**Run 1: metal layers overlaid**

Two of the layers only.
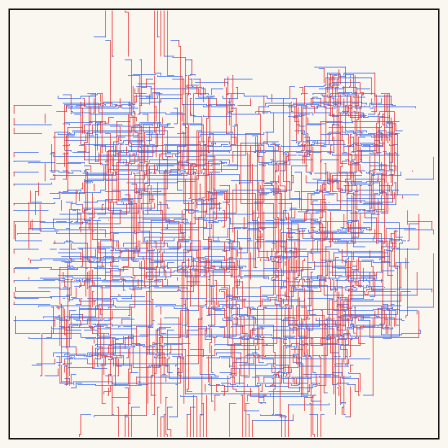
**Run 1: power grid**

The bar under the picture is 20 um long. Pins as bars on the die edge. Tap cells in grey.
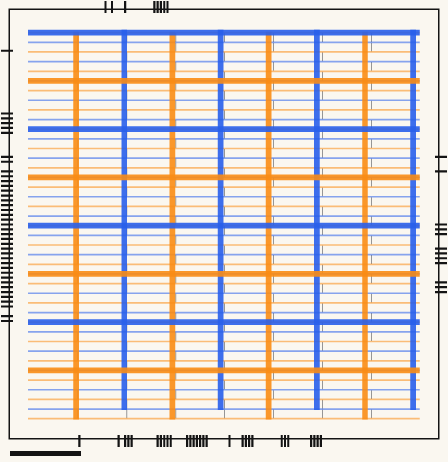
**Run 1: zoomed window**

Window x 78 to 103, y 18 to 43 um. Cells in grey, sequential cells in the stronger grey; small squares are vias.
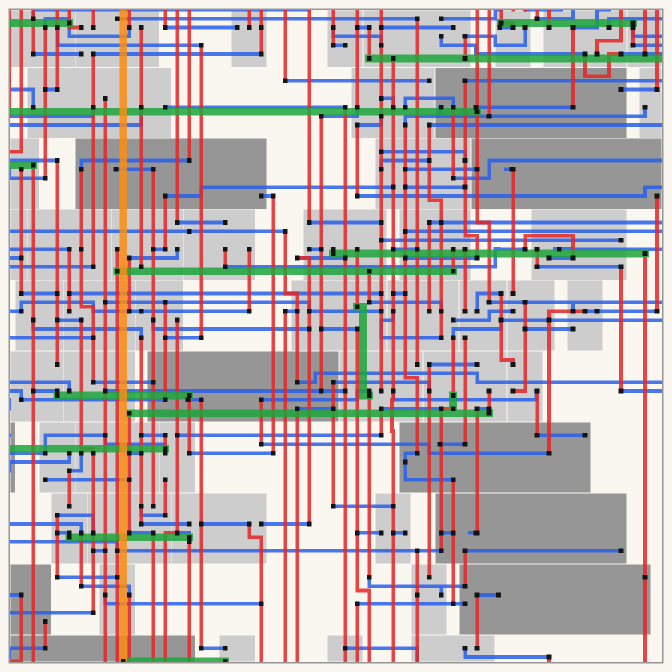
==> src/rtl/digout_frame_tx_if.sv <==
// digout_frame_tx_if: payload handshake and serial-output bundle for
// digout_frame_tx.
//   mode        - 0 = internal counter payload, 1 = external payload
//   data_in     - NCH packed channel words, channel c at [c*DATA_W +: DATA_W]
//   data_valid  - external word available
//   data_ready  - transmitter can accept data_in this cycle
//   q           - registered serial output
//   busy        - group in progress
//   frame_done  - pulse on the last bit cycle of each frame
//   group_cnt   - payload of the next counter-mode group
interface digout_frame_tx_if #(
  parameter int unsigned DATA_W = 16,
  parameter int unsigned NCH    = 4
);
  logic                    mode;
  logic [NCH*DATA_W-1:0]   data_in;
  logic                    data_valid;
  logic                    data_ready;
  logic                    q;
  logic                    busy;
  logic                    frame_done;
  logic [DATA_W-1:0]       group_cnt;

  modport master (
    output mode, data_in, data_valid,
    input  data_ready, q, busy, frame_done, group_cnt
  );

  modport slave (
    input  mode, data_in, data_valid,
    output data_ready, q, busy, frame_done, group_cnt
  );
endinterface

==> src/rtl/digout_frame_tx.sv <==
// digout_frame_tx: serial debug-frame transmitter, one bit per clk.
// Sends a group of NCH frames (sync ones, channel ID MSB first, payload,
// optional even parity, stop zero, zero gap). Payload is either a
// free-running group counter (mode=0) or an externally loaded
// multi-channel word (mode=1, valid/ready handshake).
//   clk  - clock, all logic on posedge
//   rst  - synchronous active-high reset
//   bus  - digout_frame_tx_if slave modport (handshake, payload, outputs)
module digout_frame_tx #(
  parameter int unsigned DATA_W    = 16,
  parameter int unsigned NCH       = 4,
  parameter int unsigned SYNC_LEN  = 2,
  parameter int unsigned GAP_LEN   = 8,
  parameter int unsigned PARITY_EN = 1,
  parameter int unsigned MSB_FIRST = 0
) (
  input  logic             clk,
  input  logic             rst,
  digout_frame_tx_if.slave bus
);

  localparam int unsigned CH_W = (NCH <= 1) ? 1 : $clog2(NCH);

  typedef enum logic [2:0] {IDLE, SYNC, CHID, DATA, PAR, STOP, GAP} state_t;

  state_t                state_q, state_d;
  logic [7:0]            cnt_q, cnt_d;
  logic [CH_W-1:0]       ch_q, ch_d;
  logic [NCH*DATA_W-1:0] buf_q, buf_d;
  logic [DATA_W-1:0]     grp_q, grp_d;
  logic                  q_q, q_d;

  logic                  load;
  logic                  frame_end;
  logic [DATA_W-1:0]     word;
  logic [DATA_W-1:0]     word_sh;
  logic [CH_W-1:0]       ch_sh;

  always_comb begin
    state_d   = state_q;
    cnt_d     = cnt_q;
    ch_d      = ch_q;
    buf_d     = buf_q;
    grp_d     = grp_q;
    load      = 1'b0;
    frame_end = 1'b0;

    case (state_q)
      IDLE: begin
        load = bus.mode ? bus.data_valid : 1'b1;
        if (load) begin
          state_d = SYNC;
          cnt_d   = '0;
          ch_d    = '0;
          if (bus.mode) begin
            buf_d = bus.data_in;
          end else begin
            buf_d = {NCH{grp_q}};
            grp_d = grp_q + DATA_W'(1);
          end
        end
      end
      SYNC: begin
        if (cnt_q == 8'(SYNC_LEN - 1)) begin
          state_d = CHID;
          cnt_d   = '0;
        end else begin
          cnt_d = cnt_q + 8'd1;
        end
      end
      CHID: begin
        if (cnt_q == 8'(CH_W - 1)) begin
          state_d = DATA;
          cnt_d   = '0;
        end else begin
          cnt_d = cnt_q + 8'd1;
        end
      end
      DATA: begin
        if (cnt_q == 8'(DATA_W - 1)) begin
          state_d = (PARITY_EN != 0) ? PAR : STOP;
          cnt_d   = '0;
        end else begin
          cnt_d = cnt_q + 8'd1;
        end
      end
      PAR: begin
        state_d = STOP;
        cnt_d   = '0;
      end
      STOP: begin
        if (GAP_LEN == 0) begin
          frame_end = 1'b1;
        end else begin
          state_d = GAP;
          cnt_d   = '0;
        end
      end
      GAP: begin
        if (cnt_q == 8'(GAP_LEN - 1)) begin
          frame_end = 1'b1;
        end else begin
          cnt_d = cnt_q + 8'd1;
        end
      end
      default: state_d = IDLE;
    endcase

    if (frame_end) begin
      cnt_d = '0;
      if (ch_q == CH_W'(NCH - 1)) begin
        state_d = IDLE;
      end else begin
        ch_d    = ch_q + CH_W'(1);
        state_d = SYNC;
      end
    end

    // q is registered, so the bit is chosen from the next state/position;
    // buf_d is used so a just-loaded word is already visible.
    word = '0;
    for (int unsigned c = 0; c < NCH; c++) begin
      if (ch_d == CH_W'(c)) word = buf_d[c*DATA_W +: DATA_W];
    end
    ch_sh   = ch_d << cnt_d;
    word_sh = (MSB_FIRST != 0) ? (word << cnt_d) : (word >> cnt_d);

    case (state_d)
      SYNC:    q_d = 1'b1;
      CHID:    q_d = ch_sh[CH_W-1];
      DATA:    q_d = (MSB_FIRST != 0) ? word_sh[DATA_W-1] : word_sh[0];
      PAR:     q_d = (^ch_d) ^ (^word);
      default: q_d = 1'b0;
    endcase
  end

  always_ff @(posedge clk) begin
    if (rst) begin
      state_q <= IDLE;
      cnt_q   <= '0;
      ch_q    <= '0;
      buf_q   <= '0;
      grp_q   <= '0;
      q_q     <= 1'b0;
    end else begin
      state_q <= state_d;
      cnt_q   <= cnt_d;
      ch_q    <= ch_d;
      buf_q   <= buf_d;
      grp_q   <= grp_d;
      q_q     <= q_d;
    end
  end

  assign bus.q          = q_q;
  assign bus.busy       = (state_q != IDLE);
  assign bus.group_cnt  = grp_q;
  assign bus.data_ready = (state_q == IDLE) & bus.mode & ~rst;
  assign bus.frame_done = (GAP_LEN == 0) ? (state_q == STOP)
                                         : ((state_q == GAP) && (cnt_q == 8'(GAP_LEN - 1)));

endmodule

==> src/flat_wrapper.sv <==
// flat-port wrapper written by rule: the top's interface ports become plain ports
module digout_frame_tx_flat 
#(
  parameter int unsigned DATA_W    = 16,
  parameter int unsigned NCH       = 4,
  parameter int unsigned SYNC_LEN  = 2,
  parameter int unsigned GAP_LEN   = 8,
  parameter int unsigned PARITY_EN = 1,
  parameter int unsigned MSB_FIRST = 0
)
  (clk, rst, bus_mode, bus_data_in, bus_data_valid, bus_data_ready, bus_q, bus_busy, bus_frame_done, bus_group_cnt);
  digout_frame_tx_if #(.DATA_W(DATA_W), .NCH(NCH)) bus_i ();
  input  logic clk;
  input  logic rst;
  input wire logic [$bits(bus_i.mode)-1:0] bus_mode;
  input wire logic [$bits(bus_i.data_in)-1:0] bus_data_in;
  input wire logic [$bits(bus_i.data_valid)-1:0] bus_data_valid;
  output wire logic [$bits(bus_i.data_ready)-1:0] bus_data_ready;
  output wire logic [$bits(bus_i.q)-1:0] bus_q;
  output wire logic [$bits(bus_i.busy)-1:0] bus_busy;
  output wire logic [$bits(bus_i.frame_done)-1:0] bus_frame_done;
  output wire logic [$bits(bus_i.group_cnt)-1:0] bus_group_cnt;
  assign bus_i.mode = bus_mode;
  assign bus_i.data_in = bus_data_in;
  assign bus_i.data_valid = bus_data_valid;
  assign bus_data_ready = bus_i.data_ready;
  assign bus_q = bus_i.q;
  assign bus_busy = bus_i.busy;
  assign bus_frame_done = bus_i.frame_done;
  assign bus_group_cnt = bus_i.group_cnt;
  digout_frame_tx #(.DATA_W(DATA_W), .NCH(NCH), .SYNC_LEN(SYNC_LEN), .GAP_LEN(GAP_LEN), .PARITY_EN(PARITY_EN), .MSB_FIRST(MSB_FIRST)) u_core (.clk(clk), .rst(rst), .bus(bus_i));
endmodule
==> config.mk <==
export PLATFORM = sky130hd
export DESIGN_NAME = digout_frame_tx_flat
export DESIGN_NICKNAME = d
export VERILOG_FILES = /design/src/rtl/digout_frame_tx_if.sv /design/src/rtl/digout_frame_tx.sv /design/src/flat_wrapper.sv
export SDC_FILE = /design/constraint.sdc
export NUM_CORES = 1
export LEC_CHECK = 0
export ABC_CLOCK_PERIOD_IN_PS = 5980
export CAP_MARGIN = 20
export CORE_MARGIN = 5
export CORE_UTILIZATION = 45
export CTS_BUF_LIST = sky130_fd_sc_hd__clkbuf_4 sky130_fd_sc_hd__clkbuf_8 sky130_fd_sc_hd__clkbuf_16
export DETAILED_ROUTE_END_ITERATION = 6
export PLACE_DENSITY = 0.69
export SYNTH_ARGS = -nofsm -noshare
export SYNTH_HDL_FRONTEND = slang
export SYNTH_SLANG_ARGS = --single-unit
==> constraint.sdc <==
create_clock -name clk -period 5.98 [get_ports clk]
set_input_delay 1.196 -clock clk [delete_from_list [all_inputs] [get_ports clk]]
set_output_delay 1.196 -clock clk [all_outputs]
set_load 0.01 [all_outputs]
==> reports/qor.csv, run 1 <==
metric,value,unit
crit path time final,5.32,ns
Fmax,188,MHz
TritonCTS buffer count,9,
NetSw,0.521,mW
clk slew on worst S/H paths,0.06,ns
switching portion of total power,29.8,%
Worst Path Arrival,5.50,ns
chip area,14600,um2
clk sinks,94,
fin. max-slew vios,0,
Post-Syn Area,5510,um2
P per Cell Area,261,nW/um2
Max-area cell share,34.2,%
syn_nets,772,
fraction of layout cells with a size suffix above 1,7.50,%
clk_skew,0.00820,ns
synthesis-to-finish area growth,21.6,%
most instantiated logic cell after routing,nor2_1,
iteration count of the initial detailed-routing pass,5,
root buf cell,clkbuf_16,
DP HPWL,11400,um
largest net degree at the start of global routing,95,
Worst Path Required,6.15,ns
number of global-route vias before repair,5103,
Overflow after GRT,0,
Hold/Removal Path Class,reg -> reg,
Slew @ Worst Pin,0.965,ns
Comb power,0.473,mW
seq pwr,0.695,mW
"top cells, area","dfxtp_1 34%, nor2_1 7.3%, nand2_1 5.9%",
MI comb area,3330,um2
Final Util,55.8,%
WHS,0.468,ns
relative slew slack,35.7,%
YS warnings,0,
syn avg cell area,7.91,um2
antenna violations before repair,0,
YS chip area,5510,um2
final setup vio count,0,
"EDFF count, synth",0,
ant diodes,0,
Sequential Power Share,39.8,%
status,finished clean,
"area leader, netlist",dfxtp_1,
Post-CTS Setup Bufs,0,
FP Util,45.9,%
vias post-DR,5216,
Yosys reg bits,94,
CTS resizes,0,
Antenna Violating Nets Remaining,0,
Post-route DRC,0,
LEAKAGE,2.67,nW
DR iter-0 viols,516,
Clock Latency Late Sink,0.34,ns
Pwr top,registers,
Mapped Cells,696,
clk pwr,0.579,mW
crit start category,input port,
Final Hold Viols,0,
internal power,1.23,mW
Clock H-tree levels,3,
part of the cycle the worst path needs,89.0,%
"Hold-fix buffers, CTS",0,
Setup crit end kind,register,
first-pass GRT wire length,25300,um
unrepaired setup endpoints after global routing,no,
cell total in the yosys stat output,696,
Crit Path Class,in -> reg,
max_cap viols,0,
Clock Path Buffers,2,
Comb power frac,27.1,%
Setup TNS,0,ns
Final Net Count,832,
total I/O pin count,88,
PortBufs,87,
Vias/cell,5.75,
num rows,40,
most frequent logic cells in the routed design,"107 x nor2_1, 94 x dfxtp_1, 87 x nand2_1, 85 x clkdlybuf4s50_1, 59 x a21oi_1",
ys async rst share,0,%
Post-synth seq share,34.2,%
critical path peak fanout,10,
dominant register cell,dfxtp_1,
filler instances,1102,
Unique cell types,62,
OpenROAD warnings,30,
GP Congestion,0.877,
CTS tree,yes,
clock share of power,33.2,%
flip-flop and latch area,1880,um2
Notes on 'metal layers overlaid' above:
legend:
  met2:
    colour: red
    wire_length: 7170 um
  met1:
    colour: blue
    wire_length: 7210 um
GRT Resource Usage Total: 21.4%
drt total wl: 15600 um
Routed WL per cell: 17.2 um

Notes on 'power grid' above:
legend:
  VDD:
    colour: blue
  VSS:
    colour: orange
met5 straps: 8
met4 straps: 8
met1 rails: 41
rows: 40
core area: 12000 um2
Peak supply drop: 0.147 mV
die x size: 121 um
floorplan die height: 121 um

Notes on 'zoomed window' above:
legend:
  met4:
    colour: orange
  met2:
    colour: red
  met1:
    colour: blue
  met3:
    colour: green
most frequent: dfxtp_1 (7), nor2_1 (6), nand2_1 (5)
netlist names of flops here include: `u_core.buf_q` (7)
cells with their middle in the window: 45
sequential cells in the window: 7

[run 1: registers in the layout, summed over array words and instances (netlist names)]
| register | flops |
|---|---|
| u_core.bus.group_cnt | 16 |
| u_core.bus.q | 1 |
| u_core.ch_q | 2 |
| u_core.cnt_q | 8 |
| u_core.state_q | 3 |
| u_core.buf_q | 64 |
[run 1: worst max-delay path, stage by stage]
cell	delay, ns
clkdlybuf4s50_1	0.50
and2b_1	0.20
or2_2	0.29
nand2_1	0.07
nor2_1	0.04
a21oi_1	0.31
ha_1	0.52
buf_4	0.28
mux2i_1	0.22
o21ai_0	0.10
a221oi_1	0.30
a221oi_1	0.11
xor2_1	0.19
xnor3_1	0.46
xnor2_2	0.20
xnor3_1	0.36
nand2_1	0.08
a31oi_1	0.07
[run 1: synth_stat cells, types with 2 or more instances]
master	n
a211oi_1	7
mux2_2	12
o21ai_1	5
or3_1	5
nand2b_1	10
a22oi_1	2
and3_1	3
and2_1	3
nand3b_1	2
nand4_1	6
a21o_1	2
buf_1	5
a311oi_1	10
nor4b_1	2
a221o_1	2
a221oi_1	20
nor4_1	4
o21bai_1	2
buf_6	4
xnor2_1	5
a221oi_2	3
o22ai_1	3
clkbuf_1	30
nor3b_1	4
a21oi_1	59
o211a_1	2
inv_1	11
or2_2	3
nand3_1	10
and4_1	2
nor2_1	107
a22o_1	8
o21ai_0	25
nor2b_1	29
xnor3_1	4
xor2_1	16
ha_1	8
nand2_1	87
buf_2	11
mux2i_1	30
o211ai_1	2
dfxtp_1	94
nor3_1	18
[run 1: logic make-up after synthesis]
group	synth area share [%]
multiplexers	8.31
buffers and inverters	5.36
AND/OR/NAND/NOR	25.7
AND-OR/OR-AND	19.4
adder cells (fa/ha/maj)	1.82
XOR/XNOR	5.27
flip-flops	34.2
[run 1: per-stage QoR]
stage / worst slack (ns) / cell area, um2 / cells / power, mW
floorplan: 0.835 / 5510 / 696 / 1.05
global placement: 0.596 / 6400 / 892 / 1.16
detailed placement: 0.381 / 6400 / 892 / 1.18
CTS: 0.689 / 6700 / 907 / 1.75
global route: 0.479 / 6700 / 907 / 1.83
finish: 0.655 / 6700 / 907 / 1.75
[run 1: layer usage]
metal  routed length, um  up-vias  track usage [%]
met5                   0        -                0
met4                 210        0             5.45
met3                1000       14             4.12
met2                7170      178             34.6
met1                7210     2462             29.4
li1                    -     2562                -
[run 1: layout make-up]
cell class / count / share of cell area, %
inverter: 11 / 0.616
multi-input combinational: 539 / 49.7
clock buffer: 9 / 3.36
timing repair buffer: 101 / 14.4
tap: 147 / 2.75
clock inverter: 6 / 1.03
sequential: 94 / 28.1
[run 1: worst paths after layout]
| path | startpoint | end | slack, ns | depth (start not counted) |
|---|---|---|---|---|
| min | u_core.buf_q[35] | u_core.buf_q[35] | 0.47 | 2 |
| max reg2reg | u_core.cnt_q[4] | u_core.bus.q | 0.86 | 18 |
| max | bus_data_valid | u_core.bus.q | 0.66 | 18 |
| min reg2reg | u_core.buf_q[35] | u_core.buf_q[35] | 0.47 | 2 |
--- run 2 (diff from run 1) ---
- CORE_UTILIZATION: 45 -> 54
- PLACE_DENSITY: 0.69 -> 0.8
==> reports/qor.csv, run 2 <==
metric,value,unit,change
Max-area cell share,34.2,%,unchanged
cell total in the yosys stat output,696,,unchanged
Final Hold Viols,0,,unchanged
hold path depth,2,,unchanged
FP Util,55.8,%,was 45.9%
PortBufs,87,,unchanged
Post-Syn Area,5510,um2,unchanged
CTS resizes,0,,unchanged
"top cells by count, synth","107 x nor2_1, 94 x dfxtp_1, 87 x nand2_1, 59 x a21oi_1",,unchanged
critical path peak fanout,11,,was 10
"Hold-fix buffers, CTS",0,,unchanged
DR iter-0 viols,439,,was 516
MI comb area,3330,um2,unchanged
number of global-route vias before repair,5044,,was 5103
clk slew on worst S/H paths,0.09,ns,was 0.06 ns
"top cells, area","dfxtp_1 34%, nor2_1 7.3%, nand2_1 5.9%",,unchanged
GP Congestion,0.871,,was 0.877
Vias/cell,5.87,,was 5.75
"area leader, netlist",dfxtp_1,,unchanged
Hold Path Origin,u_core.buf_q[35],,unchanged
max FFs per register,64,,unchanged
YS chip area,5510,um2,unchanged
drt total wl,15300,um,was 15600 um
fin. max-slew vios,0,,unchanged
crit path time final,5.32,ns,about the same
floorplan die height,111,um,was 121 um
first-pass GRT wire length,25400,um,was 25300 um
M1 GR Usage,34.2,%,was 29.4%
dominant register cell,dfxtp_1,,unchanged
P per Cell Area,239,nW/um2,was 261 nW/um2
Crit Path Class,reg -> reg,,was in -> reg
crit start category,register,,was input port
CTS tree,yes,,unchanged
flip-flop and latch area,1880,um2,unchanged
syn avg cell area,7.91,um2,unchanged
max_cap viols,0,,unchanged
synthesis-to-finish area growth,19.0,%,was 21.6%
Hold/Removal Path Class,reg -> reg,,unchanged
OpenROAD warnings,30,,unchanged
root buf cell,clkbuf_8,,was clkbuf_16
core area,9860,um2,was 12000 um2
Fmax,188,MHz,about the same
Crit Reg-Reg Startpoint,u_core.cnt_q[4],,unchanged
WHS Endpoint,u_core.buf_q[35],,unchanged
num rows,36,,was 40
TritonCTS buffer count,9,,unchanged
DP HPWL,10900,um,was 11400 um
R2R cell count,17,,was 18
most instantiated logic cell after routing,nor2_1,,unchanged
Worst Path Arrival,5.61,ns,was 5.50 ns
antenna violations before repair,0,,unchanged
Overflow after GRT,0,,unchanged
chip area,12300,um2,was 14600 um2
Post-synth seq share,34.2,%,unchanged
filler instances,806,,was 1102
Post-route DRC,0,,unchanged
Yosys reg bits,94,,unchanged
Clock H-tree levels,3,,unchanged
Slew @ Worst Pin,0.942,ns,was 0.965 ns
part of the cycle the worst path needs,88.9,%,was 89.0%
Peak supply drop,0.145,mV,was 0.147 mV
relative slew slack,37.2,%,was 35.7%
most frequent logic cells in the routed design,"107 x nor2_1, 94 x dfxtp_1, 87 x nand2_1, 85 x clkdlybuf4s50_1, 59 x a21oi_1",,unchanged
unrepaired setup endpoints after global routing,no,,unchanged
iteration count of the initial detailed-routing pass,6,,was 5
Unique cell types,62,,unchanged
reg2reg end,u_core.bus.q,,unchanged
Worst Path Required,6.28,ns,was 6.15 ns
ant diodes,0,,unchanged
Clock Latency Late Sink,0.37,ns,was 0.34 ns
LEAKAGE,2.61,nW,was 2.67 nW
Final Total Pwr,1.57,mW,was 1.75 mW
grt met3 use,5.02,%,was 4.12%
Post-CTS Setup Bufs,0,,unchanged
Antenna Violating Nets Remaining,0,,unchanged
met2 usage,39.5,%,was 34.6%
GR peak layer,met2,,unchanged
Setup crit end kind,register,,unchanged
Final Net Count,830,,was 832
clk sinks,94,,unchanged
fraction of layout cells with a size suffix above 1,7.38,%,was 7.50%
most frequent cell after synthesis,nor2_1,,unchanged
final setup vio count,0,,unchanged
Largest Register,u_core.buf_q,,unchanged
Clock Path Buffers,2,,unchanged
Mapped Cells,696,,unchanged
largest net degree at the start of global routing,95,,unchanged
"EDFF count, synth",0,,unchanged
YS warnings,0,,unchanged
ys async rst share,0,%,unchanged
Routed WL per cell,17.1,um,was 17.2 um
clk_skew,0.00776,ns,was 0.00820 ns
R2R Setup Slk,0.66,ns,was 0.86 ns
status,finished clean,,unchanged
Setup TNS,0,ns,unchanged
die x size,111,um,was 121 um
total I/O pin count,88,,unchanged
syn_nets,772,,unchanged
## run 2: area by class of cell
cell class	instances	share of cell area [%]
Inverter	11	0.630
Clock inverter	4	0.458
Clock buffer	12	2.33
Multi-Input combinational cell	539	50.8
Tap cell	133	2.54
Sequential cell	94	28.7
Timing Repair Buffer	99	14.5
## run 2: how the worst max path moves through the flow
| stage | endpoint | start | slack (ns) |
|---|---|---|---|
| floorplan | u_core.bus.q | bus_data_valid | 0.84 |
| global placement | u_core.bus.q | bus_data_valid | 0.55 |
| detailed placement | u_core.bus.q | bus_data_valid | 0.41 |
| CTS | u_core.bus.q | u_core.cnt_q[4] | 0.70 |
| global route | u_core.bus.q | u_core.cnt_q[4] | 0.32 |
| finish | u_core.bus.q | u_core.cnt_q[4] | 0.66 |
## run 2: power by group
part / switching [mW] / internal, mW / total, mW / leakage, nW
clock: 0.232 / 0.175 / 0.406 / 0.0942
sequential: 0.0255 / 0.669 / 0.694 / 0.767
combinational: 0.237 / 0.230 / 0.467 / 1.75
total: 0.494 / 1.07 / 1.57 / 2.61
## run 2: metrics by stage
step / util (%) / cells / setup WS [ns] / hold WS [ns] / instance area (um2)
global placement: 64.6 / 876 / 0.546 / 0.455 / 6370
global route: 66.4 / 892 / 0.319 / 0.491 / 6550
detailed placement: 64.6 / 876 / 0.409 / 0.465 / 6370
floorplan: - / 696 / 0.835 / 0.440 / 5510
CTS: 66.4 / 892 / 0.698 / 0.478 / 6550
finish: 66.4 / 892 / 0.662 / 0.480 / 6550
## run 2: worst max-delay path, stage by stage, from the launching register on
cell and delay (ns):
dfxtp_1 0.38, or4_1 0.69, nor4_2 0.56, and2_1 0.27, nor2_1 0.06, a21oi_1 0.29
ha_1 0.54, buf_4 0.28, mux2_2 0.35, nand2_1 0.06, a21oi_1 0.07, mux4_2 0.49
o21ai_1 0.21, xor2_1 0.22, xnor3_1 0.34, xnor3_1 0.22, nand2_1 0.06, a31oi_1 0.16
## run 2: logic make-up (layout without fill, tap and decap cells)
logic type	Yosys count	in the layout	synth area share, %
AOI/OAI and AO/OA	160	160	19.4
xor gates and xnor gates	26	26	5.27
adders and majority gates	8	8	1.82
buffers and inverters	63	126	5.36
DFF	94	94	34.2
muxes	43	43	8.31
and+or+nand+nor	302	302	25.7
## run 2: routing by layer
metal  share of wire, %  vias to the layer above
li1                   -                     2558
met1                 46                     2439
met2                 45                      214
met3                7.1                       22
met4                1.6                        0
met5                  0                        -
**Run 2: metal layers overlaid**

Two of the layers only.
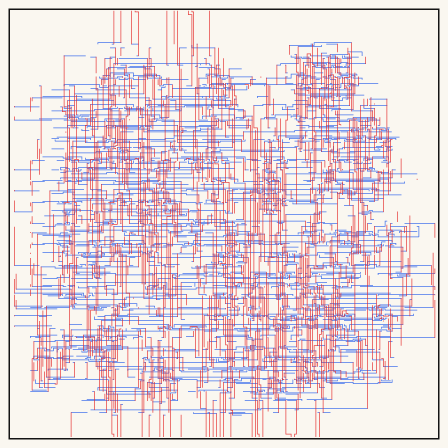
GRT Resource Usage Total: 24.7%
vias post-DR: 5233

--- run 3 (diff from run 2) ---
- ABC_CLOCK_PERIOD_IN_PS: 5980 -> 5850
- clock period: 5.98 -> 5.85 ns (I/O delays scaled with it)
==> reports/qor.csv, run 3 <==
metric,value,unit,change
final setup margin,0.599,ns,was 0.662 ns
clk_skew,0.00978,ns,was 0.00776 ns
clock share of power,27.1,%,was 25.9%
syn avg cell area,7.91,um2,unchanged
Peak supply drop,0.106,mV,was 0.145 mV
"worst slack, placed",0.277,ns,was 0.409 ns
Overflow after GRT,0,,unchanged
WHS Endpoint,u_core.buf_q[35],,unchanged
Vias/cell,5.92,,was 5.87
relative slew slack,35.9,%,was 37.2%
OpenROAD warnings,30,,unchanged
most instantiated logic cell after routing,nor2_1,,unchanged
die x size,111,um,unchanged
Crit Path Class,in -> reg,,was reg -> reg
Setup crit end kind,register,,unchanged
crit-path cells,"clkdlybuf4s50_1, and2b_1, or2_2, nand2_1, nor2_1, a21oi_1, ha_1, nor2_1, nor3_2, a221oi_1, a221oi_1, xor2_1, xnor3_1, xnor2_2, xnor3_1, nand2_1, a31oi_1",,"was or4_1, nor4_2, and2_1, nor2_1, a21oi_1, ha_1, buf_4, mux2_2, nand2_1, a21oi_1, mux4_2, o21ai_1, xor2_1, xnor3_1, xnor3_1, nand2_1, a31oi_1"
reg2reg end,u_core.bus.q,,unchanged
MI comb area,3330,um2,unchanged
Sequential Power Share,43.6,%,was 44.3%
LEAKAGE,2.63,nW,was 2.61 nW
final setup vio count,0,,unchanged
Post-synth seq share,34.2,%,unchanged
fraction of layout cells with a size suffix above 1,7.50,%,was 7.38%
Post-CTS Setup Bufs,0,,unchanged
Slew @ Worst Pin,0.962,ns,was 0.942 ns
CTS resizes,0,,unchanged
max FFs per register,64,,unchanged
P per Cell Area,247,nW/um2,was 239 nW/um2
TritonCTS buffer count,9,,unchanged
Slowest Stage Delay on Critical Path,0.59,ns,was 0.69 ns
cell total in the yosys stat output,696,,unchanged
ant diodes,0,,unchanged
"top cells, area","dfxtp_1 34%, nor2_1 7.3%, nand2_1 5.9%",,unchanged
dominant register cell,dfxtp_1,,unchanged
Post-Syn Area,5510,um2,unchanged
met2 usage,39.0,%,was 39.5%
Setup TNS,0,ns,unchanged
fin. max-slew vios,0,,unchanged
most frequent logic cells in the routed design,"107 x nor2_1, 94 x dfxtp_1, 87 x nand2_1, 85 x clkdlybuf4s50_1, 59 x a21oi_1",,unchanged
CTS tree,yes,,unchanged
DP HPWL,11100,um,was 10900 um
critical path peak fanout,14,,was 11
most frequent cell after synthesis,nor2_1,,unchanged
Clock Latency Late Sink,0.37,ns,about the same
ys async rst share,0,%,unchanged
Worst Path Arrival,5.47,ns,was 5.61 ns
"EDFF count, synth",0,,unchanged
first-pass GRT wire length,24700,um,was 25400 um
Worst Path Required,6.07,ns,was 6.28 ns
Largest Register,u_core.buf_q,,unchanged
core area,9860,um2,unchanged
Mapped Cells,696,,unchanged
total I/O pin count,88,,unchanged
grt met3 use,5.29,%,was 5.02%
status,finished clean,,unchanged
Cell Count Post-Placement,878,,was 876
YS warnings,0,,unchanged
Antenna Violating Nets Remaining,0,,unchanged
DR iter-0 viols,447,,was 439
M1 GR Usage,32.0,%,was 34.2%
FP Util,55.8,%,unchanged
clk sinks,94,,unchanged
vias post-DR,5283,,was 5233
YS chip area,5510,um2,unchanged
num rows,36,,unchanged
GP Congestion,0.884,,was 0.871
GR peak layer,met2,,unchanged
number of global-route vias before repair,5144,,was 5044
NetSw,0.501,mW,was 0.494 mW
Yosys reg bits,94,,unchanged
syn_nets,772,,unchanged
PortBufs,87,,unchanged
largest net degree at the start of global routing,95,,unchanged
iteration count of the initial detailed-routing pass,5,,was 6
part of the cycle the worst path needs,89.8,%,
clk slew on worst S/H paths,0.09,ns,about the same
crit path time final,5.25,ns,
max_cap viols,0,,unchanged
Fmax,190,MHz,
slowest stage cell on the critical path,ha_1,,was or4_1
root buf cell,clkbuf_8,,unchanged
fin cells,893,,was 892
Max-area cell share,34.2,%,unchanged
"Hold-fix buffers, CTS",0,,unchanged
Crit Reg-Reg Startpoint,u_core.cnt_q[4],,unchanged
internal power,1.13,mW,was 1.07 mW
Post-route DRC,0,,unchanged
Clock Path Buffers,2,,unchanged
filler instances,850,,was 806
crit start category,input port,,was register
Final Hold Viols,0,,unchanged
Comb power frac,29.3,%,was 29.8%
antenna violations before repair,0,,unchanged
"area leader, netlist",dfxtp_1,,unchanged
Hold Path Origin,u_core.buf_q[35],,unchanged
hold path depth,2,,unchanged
"top cells by count, synth","107 x nor2_1, 94 x dfxtp_1, 87 x nand2_1, 59 x a21oi_1",,unchanged
chip area,12300,um2,unchanged
Clock H-tree levels,3,,unchanged
Unique cell types,62,,unchanged
Final Net Count,832,,was 830
Hold/Removal Path Class,reg -> reg,,unchanged
floorplan die height,111,um,unchanged
flip-flop and latch area,1880,um2,unchanged
R2R cell count,17,,unchanged
unrepaired setup endpoints after global routing,no,,unchanged
R2R Setup Slk,0.74,ns,was 0.66 ns
switching portion of total power,30.8,%,was 31.5%
synthesis-to-finish area growth,19.5,%,was 19.0%
[run 3: cell counts after synthesis]
No cell type changed its count.
[run 3: stage by stage]
| stage | util, % | hold slack (ns) | power, mW | cell area (um2) |
|---|---|---|---|---|
| floorplan | - | 0.440 | 1.07 | 5510 |
| global placement | 64.7 | 0.454 | 1.18 | 6390 |
| detailed placement | 64.7 | 0.461 | 1.19 | 6390 |
| CTS | 66.7 | 0.473 | 1.63 | 6580 |
| global route | 66.7 | 0.493 | 1.70 | 6580 |
| finish | 66.7 | 0.473 | 1.63 | 6580 |
[run 3: logic make-up after synthesis]
group	Yosys count	share of synthesized area (%)
compound gates	160	19.4
flops	94	34.2
buf+inv	63	5.36
xor+xnor	26	5.27
fa+ha+maj	8	1.82
mux	43	8.31
simple gates	302	25.7
[run 3: routing by layer]
layer  wire (um)  vias up  part of all wire [%]
li1            -     2566                     -
met1        6820     2480                    45
met2        7010      217                    46
met3        1140       20                   7.5
met4         273        0                   1.8
met5           0        -                     0
[run 3: cell type report]
type / instances / share of cell area, %
multi-input cells: 539 / 50.6
flip-flops and latches: 94 / 28.6
repair buffers: 101 / 14.7
well taps: 133 / 2.53
clock buffers: 10 / 2.09
clock inverters: 5 / 0.912
inverters: 11 / 0.627
[run 3: how the worst max path moves through the flow]
stage	from	to
global placement	bus_data_valid	u_core.bus.q
floorplan	bus_data_valid	u_core.bus.q
global route	bus_data_valid	u_core.bus.q
finish	bus_data_valid	u_core.bus.q
CTS	bus_data_valid	u_core.bus.q
detailed placement	bus_data_valid	u_core.bus.q
[run 3: power by group through the flow]
stage / Combinational (mW) / Sequential, mW / Clock [mW]
2_1_floorplan: 0.358 / 0.714 / 0
3_3_place_gp: 0.454 / 0.723 / 0
3_5_place_dp: 0.471 / 0.723 / 0
4_1_cts: 0.473 / 0.709 / 0.445
5_1_grt: 0.513 / 0.714 / 0.470
6_report: 0.478 / 0.709 / 0.440
[run 3: critical path: cells and delay by family]
family | cells | cell delay, ns
fa+ha+maj | 1 | 0.59
compound gates | 4 | 0.92
buf+inv | 1 | 0.49
simple gates | 7 | 1.15
xor+xnor | 4 | 1.17
**Run 3: metal layers overlaid**

Two of the layers only.
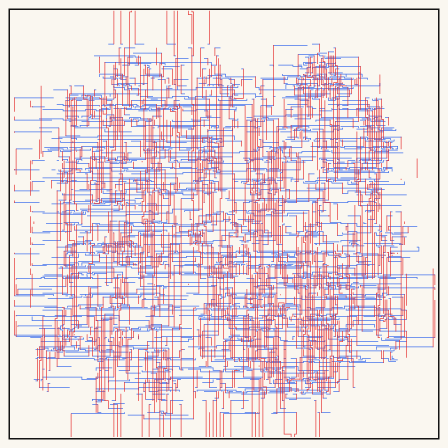
legend:
  met1:
    colour: blue
    wire_length: 6820 um
  met2:
    colour: red
    wire_length: 7010 um
drt total wl: 15200 um
GRT Resource Usage Total: 24.1%
Routed WL per cell: 17.1 um


## Gallery

Met4 routing.
Cells faint in the background.
panel A
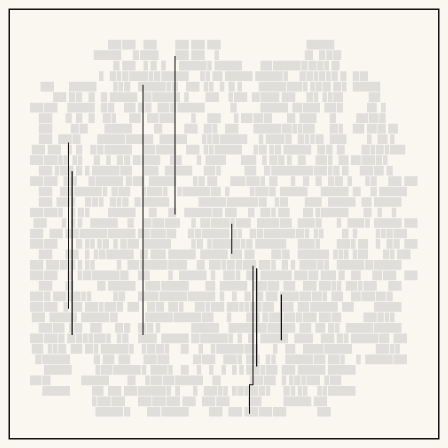
panel B
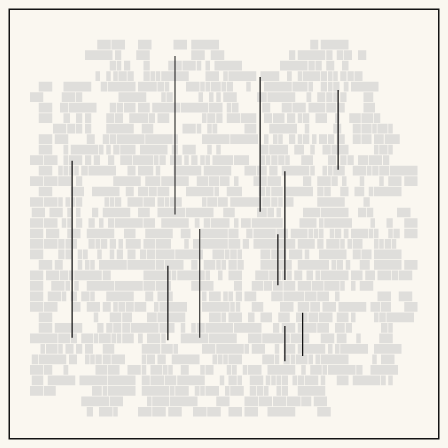
Panel B is run 2.
Panel A is run 3.

Key to panel B:
wire length on this layer: 249 um
main direction: vertical

Power figures rest on the tool's default switching activity, not on a simulated workload.
